### config.mk
export PLATFORM = sky130hd
export DESIGN_NAME = booth_mul_arbiter
export DESIGN_NICKNAME = d
export VERILOG_FILES = /design/src/rtl/booth_mul_arbiter.sv
export SDC_FILE = /design/constraint.sdc
export NUM_CORES = 1
export LEC_CHECK = 0
export CAP_MARGIN = 5
export CORE_MARGIN = 1
export CORE_UTILIZATION = 43
export CTS_BUF_LIST = sky130_fd_sc_hd__clkbuf_4 sky130_fd_sc_hd__clkbuf_8
export CTS_CLUSTER_SIZE = 8
export DETAILED_ROUTE_END_ITERATION = 8
export GPL_TIMING_DRIVEN = 0
export PLACE_DENSITY_LB_ADDON = 0.1
export SYNTH_ARGS = -nofsm -noshare
export SYNTH_HDL_FRONTEND = slang
export SYNTH_SLANG_ARGS = --single-unit
### constraint.sdc
create_clock -name clk -period 2 [get_ports clk]
set_input_delay 0.4 -clock clk [delete_from_list [all_inputs] [get_ports clk]]
set_output_delay 0.4 -clock clk [all_outputs]
set_load 0.01 [all_outputs]
### src/rtl/booth_mul_arbiter.sv
// rtl/booth_mul_arbiter.sv - round-robin sharing of one pipelined signed multiplier between two requesters
module booth_mul_arbiter #(
  parameter int W           = 8,
  parameter int MUL_LATENCY = 1
) (
  input  logic           clk,
  input  logic           rst_n,
  input  logic           req0_valid,
  output logic           req0_ready,
  input  logic [W-1:0]   req0_a,
  input  logic [W-1:0]   req0_b,
  output logic           rsp0_valid,
  output logic [2*W-1:0] rsp0_product,
  input  logic           rsp0_ack,
  input  logic           req1_valid,
  output logic           req1_ready,
  input  logic [W-1:0]   req1_a,
  input  logic [W-1:0]   req1_b,
  output logic           rsp1_valid,
  output logic [2*W-1:0] rsp1_product,
  input  logic           rsp1_ack,
  output logic [W-1:0]   mul_multiplier,
  output logic [W-1:0]   mul_multiplicand,
  input  logic [2*W-1:0] mul_product,
  output logic           busy
);

  localparam logic [1:0] S_IDLE   = 2'd0;
  localparam logic [1:0] S_ISSUED = 2'd1;
  localparam logic [1:0] S_DONE   = 2'd2;

  logic [1:0]           st0_q, st0_d, st1_q, st1_d;
  logic                 last_q, last_d;
  logic [MUL_LATENCY-1:0] tv_q, tid_q;
  logic [W-1:0]         mul_a_q, mul_b_q;
  logic                 rsp0_valid_q, rsp1_valid_q;
  logic [2*W-1:0]       rsp0_product_q, rsp1_product_q;

  logic elig0, elig1, grant0, grant1, any_grant, exit0, exit1;

  // last_q=1 means requester 1 was granted last, so requester 0 wins the next tie
  assign elig0     = (st0_q == S_IDLE) && req0_valid;
  assign elig1     = (st1_q == S_IDLE) && req1_valid;
  assign grant0    = elig0 && (!elig1 || last_q);
  assign grant1    = elig1 && (!elig0 || !last_q);
  assign any_grant = grant0 || grant1;

  assign exit0 = tv_q[MUL_LATENCY-1] && !tid_q[MUL_LATENCY-1];
  assign exit1 = tv_q[MUL_LATENCY-1] &&  tid_q[MUL_LATENCY-1];

  always_comb begin
    last_d = last_q;
    if (grant1)      last_d = 1'b1;
    else if (grant0) last_d = 1'b0;

    st0_d = st0_q;
    case (st0_q)
      S_IDLE:   if (grant0) st0_d = S_ISSUED;
      S_ISSUED: if (exit0) st0_d = S_DONE;
      S_DONE:   if (rsp0_ack && rsp0_valid_q) st0_d = S_IDLE;
      default:  st0_d = S_IDLE;
    endcase

    st1_d = st1_q;
    case (st1_q)
      S_IDLE:   if (grant1) st1_d = S_ISSUED;
      S_ISSUED: if (exit1) st1_d = S_DONE;
      S_DONE:   if (rsp1_ack && rsp1_valid_q) st1_d = S_IDLE;
      default:  st1_d = S_IDLE;
    endcase
  end

  always_ff @(posedge clk or negedge rst_n) begin
    if (!rst_n) begin
      st0_q          <= S_IDLE;
      st1_q          <= S_IDLE;
      last_q         <= 1'b1;
      tv_q           <= '0;
      tid_q          <= '0;
      mul_a_q        <= '0;
      mul_b_q        <= '0;
      rsp0_valid_q   <= 1'b0;
      rsp1_valid_q   <= 1'b0;
      rsp0_product_q <= '0;
      rsp1_product_q <= '0;
    end else begin
      st0_q  <= st0_d;
      st1_q  <= st1_d;
      last_q <= last_d;
      // Tag pipe mirrors the multiplier latency so the exiting tag names the product's owner
      tv_q[0]  <= any_grant;
      tid_q[0] <= grant1;
      for (int i = 1; i < MUL_LATENCY; i++) begin
        tv_q[i]  <= tv_q[i-1];
        tid_q[i] <= tid_q[i-1];
      end
      if (any_grant) begin
        mul_a_q <= grant1 ? req1_a : req0_a;
        mul_b_q <= grant1 ? req1_b : req0_b;
      end
      if (exit0) begin
        rsp0_valid_q   <= 1'b1;
        rsp0_product_q <= mul_product;
      end else if (rsp0_valid_q && rsp0_ack) begin
        rsp0_valid_q <= 1'b0;
      end
      if (exit1) begin
        rsp1_valid_q   <= 1'b1;
        rsp1_product_q <= mul_product;
      end else if (rsp1_valid_q && rsp1_ack) begin
        rsp1_valid_q <= 1'b0;
      end
    end
  end

  assign req0_ready       = grant0;
  assign req1_ready       = grant1;
  assign rsp0_valid       = rsp0_valid_q;
  assign rsp1_valid       = rsp1_valid_q;
  assign rsp0_product     = rsp0_product_q;
  assign rsp1_product     = rsp1_product_q;
  assign mul_multiplier   = mul_a_q;
  assign mul_multiplicand = mul_b_q;
  assign busy             = (st0_q != S_IDLE) || (st1_q != S_IDLE);

endmodule

Run 1, sizing map:
(4 px per um)
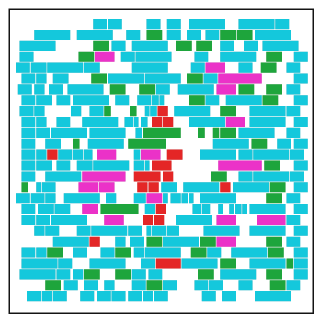
[magenta] _6 and larger | cells: 17 | share: 5.8%
[red] _3 and _4 cells | cells: 16 | share: 5.5%
[cyan] _0 and _1 cells | cells: 209 | share: 72%
[green] _2 cells | cells: 49 | share: 17%
setup ws final: 0.0579 ns
Non-CTS buffers: 123
area delta synth->final: 63.9%
final non-filler cell area: 3820 um^2

Run 1, met3 routing:
(4 px per um)
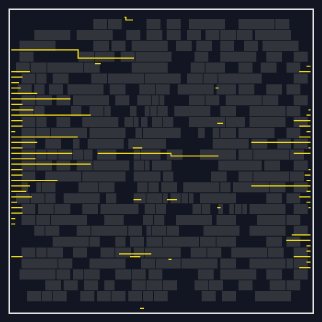
longest straight run: 19.6 um
share of all routed wire: 6.1%
wire length on this layer: 325 um
via count: 1,820
routed wire length: 5.33 mm
met3 usage: 0.0542

Run 1, wire density map:
(4 px per um) 15 x 15 tiles, from dark purple (low) to yellow (high), scaled to the fullest tile. Values are wire area over tile area, all layers added.
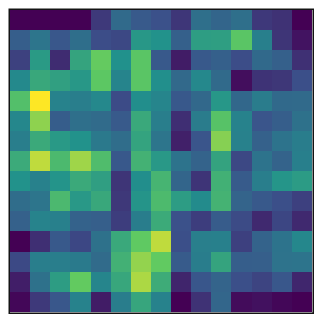
emptiest ninth of the die: lower right
tiles over half the peak: 28%
fullest tile: 0.39
densest ninth of the die: middle left
mean over tiles: 0.15
nearly empty tiles: 4.4%
WL/cell: 14.8 um
global-route usage over all layers: 0.204

## run 1: path summary, 6_finish.rpt
check	start	endpoint	cells after the start	slack, ns
setup / recovery	st1_q[0]	req0_ready	4	0.06
hold / removal	rst_n	rsp1_product[10]	1	0.04
setup reg to reg	st1_q[0]	mul_multiplicand[0]	5	0.33
hold reg to reg	rsp1_product[9]	rsp1_product[9]	1	0.50
max in group asynchronous	rst_n	st1_q[0]	2	1.38
min in group clk	req1_valid	st1_q[0]	3	0.50
## run 1: critical path, cell delays in order (launching register included)
cell and delay (ns):
dfrtp_2 0.44, or4b_4 0.52, nand3_4 0.09, inv_1 0.04, buf_2 0.13
## run 1: cell families after synthesis
family / count (synthesis)
buffers and inverters: 12
flip-flops: 57
AND/OR/NAND/NOR: 35
multiplexers: 32
AND-OR/OR-AND: 25
## run 1: synth_stat cells
library cell,number,area [um^2]
buf_2,5,25.0
o221a_2,7,78.8
o21a_1,1,7.51
o22ai_1,1,6.26
nand4bb_1,1,11.3
a21o_1,1,7.51
dfstp_2,1,26.3
nand3_1,1,5.00
nand2_1,7,26.3
buf_6,2,22.5
nand2b_1,2,12.5
inv_1,3,11.3
dfrtp_1,56,1400
o221a_1,9,101
nand3_2,1,10.0
nand3b_1,18,135
a21oi_1,3,15.0
buf_4,1,7.51
mux2_2,32,360
nor3b_2,1,12.5
clkbuf_1,1,3.75
or4b_4,1,13.8
o21ai_0,3,15.0
nor2_1,2,7.51
and2_1,1,6.26
## run 1: area by class of cell
cell class                 count  area, um^2  share of cell area
sequential                    57        1430               0.375
timing repair buffer         116        1130               0.296
multi-input combinational     92         853               0.224
clock buffer                  11         145              0.0380
clock inverter                 5         103              0.0269
tap                           70        87.6              0.0229
buffer                         7        56.3              0.0147
inverter                       3        11.3             0.00295
==> metrics.yaml, run 1 <==
diodes: 0
clock.fmax_mhz: 515
ys_cells: 161
period_needed_ns: 1.94
fin_crit_sh: 0.971
grtUsageMet1: 0.254
grt_use_met2: 0.321
synth_nets: 215
place_ws_ns: -0.896
ys_area_um2: 2330
path_class: "reg2out"
skew_ns: 0.00724
ios: 107
htree_levels: 3
met2WireLength_mm: 2.55
warnings: 26
finalNetCount: 340
cts_setup_buffers: 8
post_dp_cell_area_um2: 3490
cap_viol_max_count: 0
numCtsBuffers: 9
stdcell_count: 361
yosys.area_share.simple: 0.103
mux_share: 0.155
routabilityCongestion: 0.750
wl_met1_mm: 2.34
grt_pass1_wl_mm: 8.44
ant_nets: 0
end_kind: "primary output"
portBuffers: 106
crit_required_ns: 1.60
antenna_found_initial: 0
avgViaCountPerCell: 5.04
hpwl_mm: 3.65
clock_latency_ns: 0.32
drive_above_1_share: 0.282
cts_buffer_depth: 2
lay_top_cells: "clkdlybuf4s50_1, dfrtp_1, mux2_2"
clock_sinks: 57
dieArea_um2: 5720
ys_sh_aoi: 0.0994
grt_max_degree: 37
fillers: 361
wl_met3_um: 325
busiest_layer: "met2"
yosysSeqAreaShare: 0.613
hold_path_class: "in2async"
cts_hold_buf: 0
finalSetupViolCount: 0
ys.warnings.count: 0
clkTransAtPathRegs_ns: 0.07
dr.pass1.iters: 4
synth_cell_types: 25
initial_core_util: 0.450
drt_iter0_markers: 77
xor_share: 0
crit_fanout: 4
whs_ns: 0.0415
cts.repair.resized: 19
slew_headroom: 0.658
syn_inst: 161
dp_cells: 338
die_h_um: 75.6
arrival_ns: 1.54
hold_violations: 0
tightest_slew_ns: 0.513
drc: 0
core_area_um2: 5170
grt-ovfl-total: 0
startpoint_type: "register"
syn-mean-instance-area_um2: 14.5
grt_pass1_vias: 1787
status: "completed"
syn_area_um2: 2330
ys_top_logic_family: "multiplexers"
Run 1, clock wiring as the flow saved it:
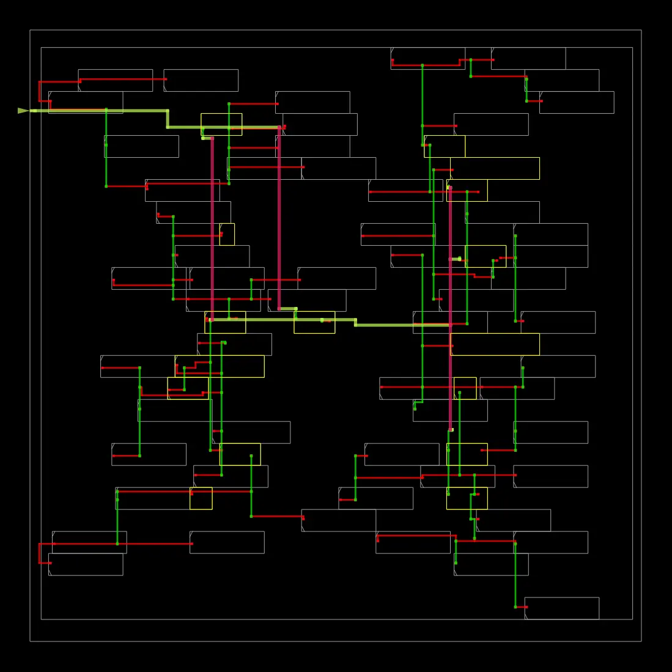

==> run 2: changes to the inputs <==
--- a/config.mk
+++ b/config.mk
@@ -15,2 +15,3 @@
 export PLACE_DENSITY_LB_ADDON = 0.1
+export REMOVE_ABC_BUFFERS = 1
 export SYNTH_ARGS = -nofsm -noshare
--- a/constraint.sdc
+++ b/constraint.sdc
@@ -3,2 +3,2 @@
 set_output_delay 0.4 -clock clk [all_outputs]
-set_load 0.01 [all_outputs]
+set_load 0.1 [all_outputs]
Run 2, clock wiring as the flow saved it:
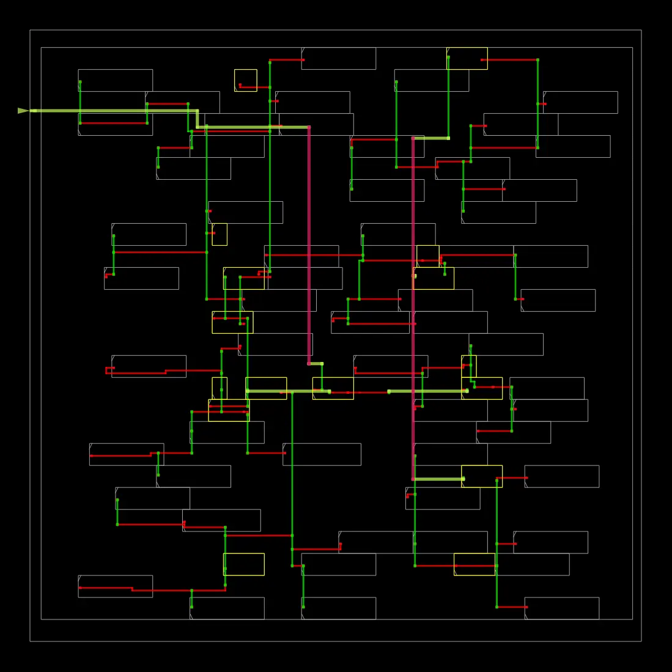
Late-Pin Clk Latency: 0.32 ns
clk_buf instances: 13
CTS buffer count: 9
clk sink count: 57

Run 2, cells coloured by class:
(6 px per um)
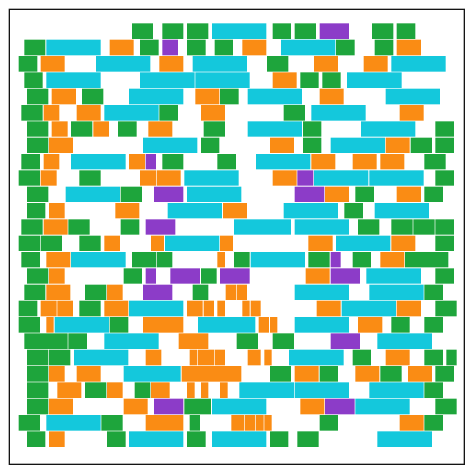
[green] other buffers and delay cells | cells: 112
[purple] clock drivers and dummy loads | cells: 16
[orange] combinational and other logic | cells: 95
[cyan] flops | cells: 57
final core utilization: 0.702
core area: 5170 um^2
final non-filler cell area: 3630 um^2

==> run 2 against run 1 <==
  * Clock-buffer cell count increased by 2
  * Register-to-register slack about the same
  * Non-clock buffer count decreased by 11
  * Hold slack improved by 0.048 ns
  * Synthesized cell count unchanged
  * Critical endpoint unchanged
  * Highest routed layer unchanged
==> metrics.yaml, run 2 <==
ios: 107
post_dp_cell_area_um2: 3430
ys_dominant_reg_cell: "dfrtp_1"
hold_violations: 0
grt-ovfl-total: 0
portBuffers: 106
inverters_excl_clock: 3
cap_viol_max_count: 0
syn-mean-instance-area_um2: 14.5
layout.nonclk_buf_frac: 0.292
finalNetCount: 329
die_h_um: 75.6
ant_nets: 0
synth_cell_types: 25
top_cells_by_count: "dfrtp_1, mux2_2, nand3b_1, o221a_1"
ys_sh_aoi: 0.0994
edf_count: 0
largest_area_cell: "dfrtp_1"
syn_area_um2: 2330
netlist.area_leader.share: 0.602
clock.fmax_mhz: 502
logic_area_um2: 863
drive_above_1_share: 0.264
synth-async-reset-ratio: 1.00
vias: 1811
rr_worst_depth: 5
syn_inst: 161
avgViaCountPerCell: 5.17
totalWireLength_mm: 5.25
yosysSeqAreaShare: 0.613
ys.warnings.count: 0
drt_iter0_markers: 73
met2WireLength_mm: 2.46
wl_met1_mm: 2.24
fin_crit_sh: 0.997
antenna_found_initial: 0
status: "completed"
yosysMostFrequentCell: "dfrtp_1"
grt_pass1_wl_mm: 8.54
clkTransAtPathRegs_ns: 0.07
path_class: "reg2out"
area_leaders: "dfrtp_1, mux2_2, nand3b_1"
finalSetupViolCount: 0
dominant_cells: "registers"
skew_ns: 0.00877
logic_gate_count: 92
register_area_um2: 1430
ys_cells: 161
initial_core_util: 0.450
wire_per_inst_um: 15.0
grt_pass1_vias: 1792
ys_top_logic_family: "multiplexers"
rrSetupSlack_ns: 0.32
lay_top_cells: "dfrtp_1, clkdlybuf4s50_1, dlygate4sd2_1"
drc: 0
r2r_start: "st1_q[1]"
sh_comb_area: 0.238
ys_area_um2: 2330
tap_cells: 70
-- run 2: cell counts after synthesis --
Identical to the previous run, type by type.
-- run 2: layer usage --
metal / GRT usage / vias to the layer above
met1: 0.249 / 894
met4: 0.0905 / 0
met3: 0.0754 / 8
met2: 0.326 / 80
li1: - / 829
met5: 0 / -
-- run 2: how the worst max path moves through the flow --
stage	start	endpoint	slack, ns	cells after the start
floorplan	st1_q[1]	req1_ready	-0.33	2
global placement	req1_valid	req1_ready	-1.62	4
detailed placement	req1_valid	req1_ready	-1.63	4
CTS	st1_q[1]	req0_ready	-0.05	4
global route	st1_q[0]	req0_ready	-0.05	4
finish	st1_q[0]	req0_ready	0.006	4
-- run 2: critical path, cell delays in order, from the launching register on --
cell and delay, ns:
dfrtp_2 0.45, or4b_4 0.52, nand3_4 0.09, inv_2 0.05
buf_12 0.16
-- run 2: kinds of logic (layout without fill, tap and decap cells) --
group,Yosys count,after routing
multiplexers,32,32
flip-flops,57,57
AND/OR/NAND/NOR,35,35
AND-OR/OR-AND,25,25
buffers and inverters,12,131
-- run 2: timing repair --
item                                    in CTS  in global routing
hold buffers                                 0                  0
cloned                                       0                  0
endpoints found under the setup margin      70                  4
pin swaps                                    3                  1
buffers inserted                             4                  1
gates resized                               75                  7
-- run 2: through the flow --
step	setup slack (ns)	hold WS, ns
detailed placement	-1.63	0.454
global placement	-1.62	0.481
finish	0.00633	0.0892
CTS	-0.0462	0.102
global route	-0.0472	0.123
floorplan	-0.326	0.104
Run 2, met3 routing:
(4 px per um)
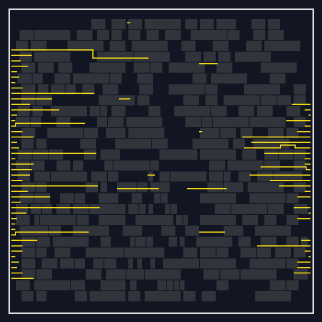

==> run 3: changes to the inputs <==
- REMOVE_ABC_BUFFERS: 1 -> default
Run 3, met3 routing:
(4 px per um)
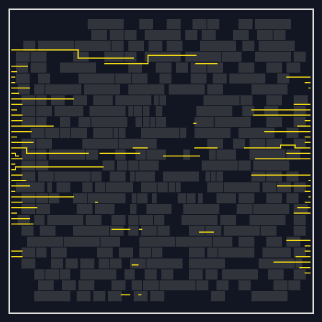
share of all routed wire: 7.9%
wire length on this layer: 412 um
main direction: horizontal
longest straight run: 21.8 um
nets with wire on the layer: 66
met3 usage: 0.0754
routed wire length: 5.24 mm
via count: 1,768

==> run 3 against run 2 <==
  * Non-clock buffer count grew 7
  * Clock skew increased by 0.0016 ns
  * The flow now finishes with violations (setup timing)
  * Global-route usage down 0.39 points
  * Synthesized cell count did not move
  * Fmax shrank 0.97%
  * Sequential share of layout area decreased by 0.52 points
  * Largest cell class unchanged
  * Cell count up 1.7%
==> metrics.yaml, run 3 <==
path_cells: "or4b_4, nand3_4, inv_2, buf_12"
grt_use_met2: 0.296
slew_headroom: 0.353
cpMaxStageDelayCell: "or4b_4"
cap_viol_max_count: 0
drive_above_1_share: 0.276
dieArea_um2: 5720
wl_met3_um: 411
clock_latency_ns: 0.33
area_growth_pct: 58.1
syn_inst: 161
top_cells_by_count: "dfrtp_1, mux2_2, nand3b_1, o221a_1"
syn_area_um2: 2330
path_delay_family: "simple AND/OR/NAND/NOR gates"
yosysMostFrequentCell: "dfrtp_1"
drt_iter0_markers: 68
status: "complete, but fails checks"
busiest_layer: "met2"
largest_area_cell: "dfrtp_1"
portBuffers: 106
fin_crit_sh: 1.01
dr.pass1.iters: 3
clkTransAtPathRegs_ns: 0.07
crit_fanout: 4
hold_violations: 0
netlist.area_leader.share: 0.602
yosysSeqAreaShare: 0.613
violations: "setup timing"
diodes: 0
grt_pass1_wl_mm: 8.25
wire_per_inst_um: 14.7
core_area_um2: 5170
tightest_slew_ns: 0.975
dp_cells: 338
arrival_ns: 1.61
ios: 107
numCtsBuffers: 9
routabilityCongestion: 0.823
grtUsageMet1: 0.261
path_class: "reg2out"
avgViaCountPerCell: 4.97
edf_count: 0
cts_tree: "built"
ys_cells: 161
period_needed_ns: 2.01
ys.warnings.count: 0
hpwl_mm: 3.65
whs_ns: 0.0115
met2WireLength_mm: 2.34
drc: 0
grt_max_degree: 40
synth_cell_types: 25
htree_levels: 3
startpoint_type: "register"
fin_ws_ns: -0.0132
hold_path_class: "in2async"
area_leaders: "dfrtp_1, mux2_2, nand3b_1"
initial_core_util: 0.450
die_h_um: 75.6
syn-mean-instance-area_um2: 14.5
cts_buffer_depth: 2
final_util: 0.712
synth-async-reset-ratio: 1.00
clock_sinks: 57
synth_nets: 215
finalSetupViolCount: 1
path_buffers: 2
post_dp_cell_area_um2: 3490
grt_pass1_vias: 1723
ys_dominant_reg_cell: "dfrtp_1"
end_kind: "primary output"
cts_hold_buf: 0
grt-ovfl-total: 0
clock.fmax_mhz: 497
fillers: 401
lay_top_cells: "dfrtp_1, clkdlybuf4s50_1, dlygate4sd2_1"
finalNetCount: 336
ant_nets: 0
wl_met1_mm: 2.38
slowest_delay_ns: 0.55
ys_area_um2: 2330
place_ws_ns: -1.51
stdcell_count: 356
crit_required_ns: 1.60
warnings: 28
final_cell_area_um2: 3680
antenna_found_initial: 0
grtUsageTotal: 0.200
Run 3, clock wiring as the flow saved it:
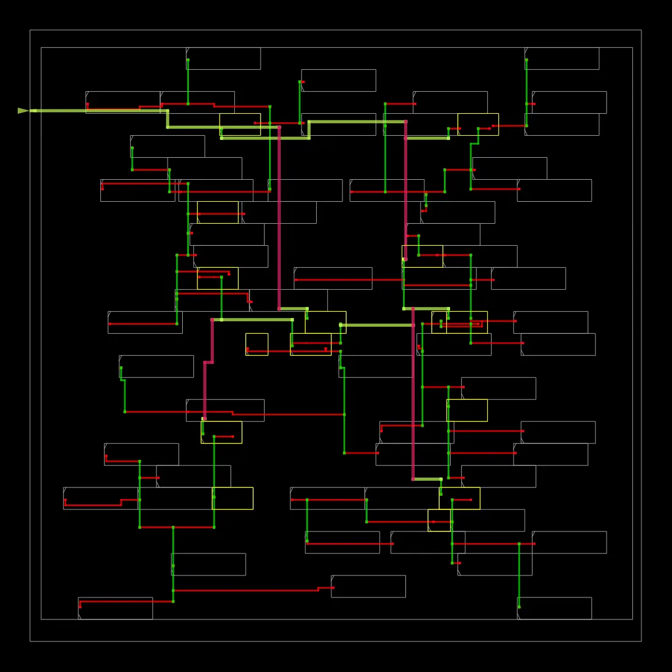
flip-flops: 57
Setup Skew: 0.0104 ns

==> run 3: cell families (layout without fill, tap and decap cells) <==
| family | count (synthesis) | count (layout) | synth area share |
|---|---|---|---|
| AND-OR/OR-AND | 25 | 25 | 0.0994 |
| multiplexers | 32 | 32 | 0.155 |
| flip-flops | 57 | 57 | 0.613 |
| AND/OR/NAND/NOR | 35 | 35 | 0.103 |
| buffers and inverters | 12 | 137 | 0.0301 |
==> run 3: timing repair <==
item / CTS / global route
endpoints found under the setup margin: 53 / 5
buffers inserted: 4 / 1
gates resized: 80 / 7
pin swaps: 2 / 1
gates cloned: 0 / 0
==> run 3: area by class of cell <==
cell class | instances | area (um^2) | share of cell area
multi-input cells | 92 | 848 | 0.230
flip-flops and latches | 57 | 1430 | 0.388
clock inverters | 2 | 12.5 | 0.00340
clock buffers | 13 | 173 | 0.0469
inverters | 3 | 11.3 | 0.00306
plain buffers | 7 | 52.6 | 0.0143
repair buffers | 112 | 1070 | 0.290
well taps | 70 | 87.6 | 0.0238
==> run 3: final timing paths <==
path / from / end / slack, ns / cells after the start
setup / recovery: st1_q[1] / req0_ready / -0.01 / 4
hold / removal: rst_n / mul_multiplicand[6] / 0.01 / 1
setup reg to reg: st1_q[1] / mul_multiplicand[0] / 0.32 / 5
hold reg to reg: st0_q[1] / st0_q[0] / 0.49 / 1
max in group asynchronous: rst_n / st1_q[1] / 1.40 / 2
min in group clk: st0_q[1] / st0_q[0] / 0.49 / 1
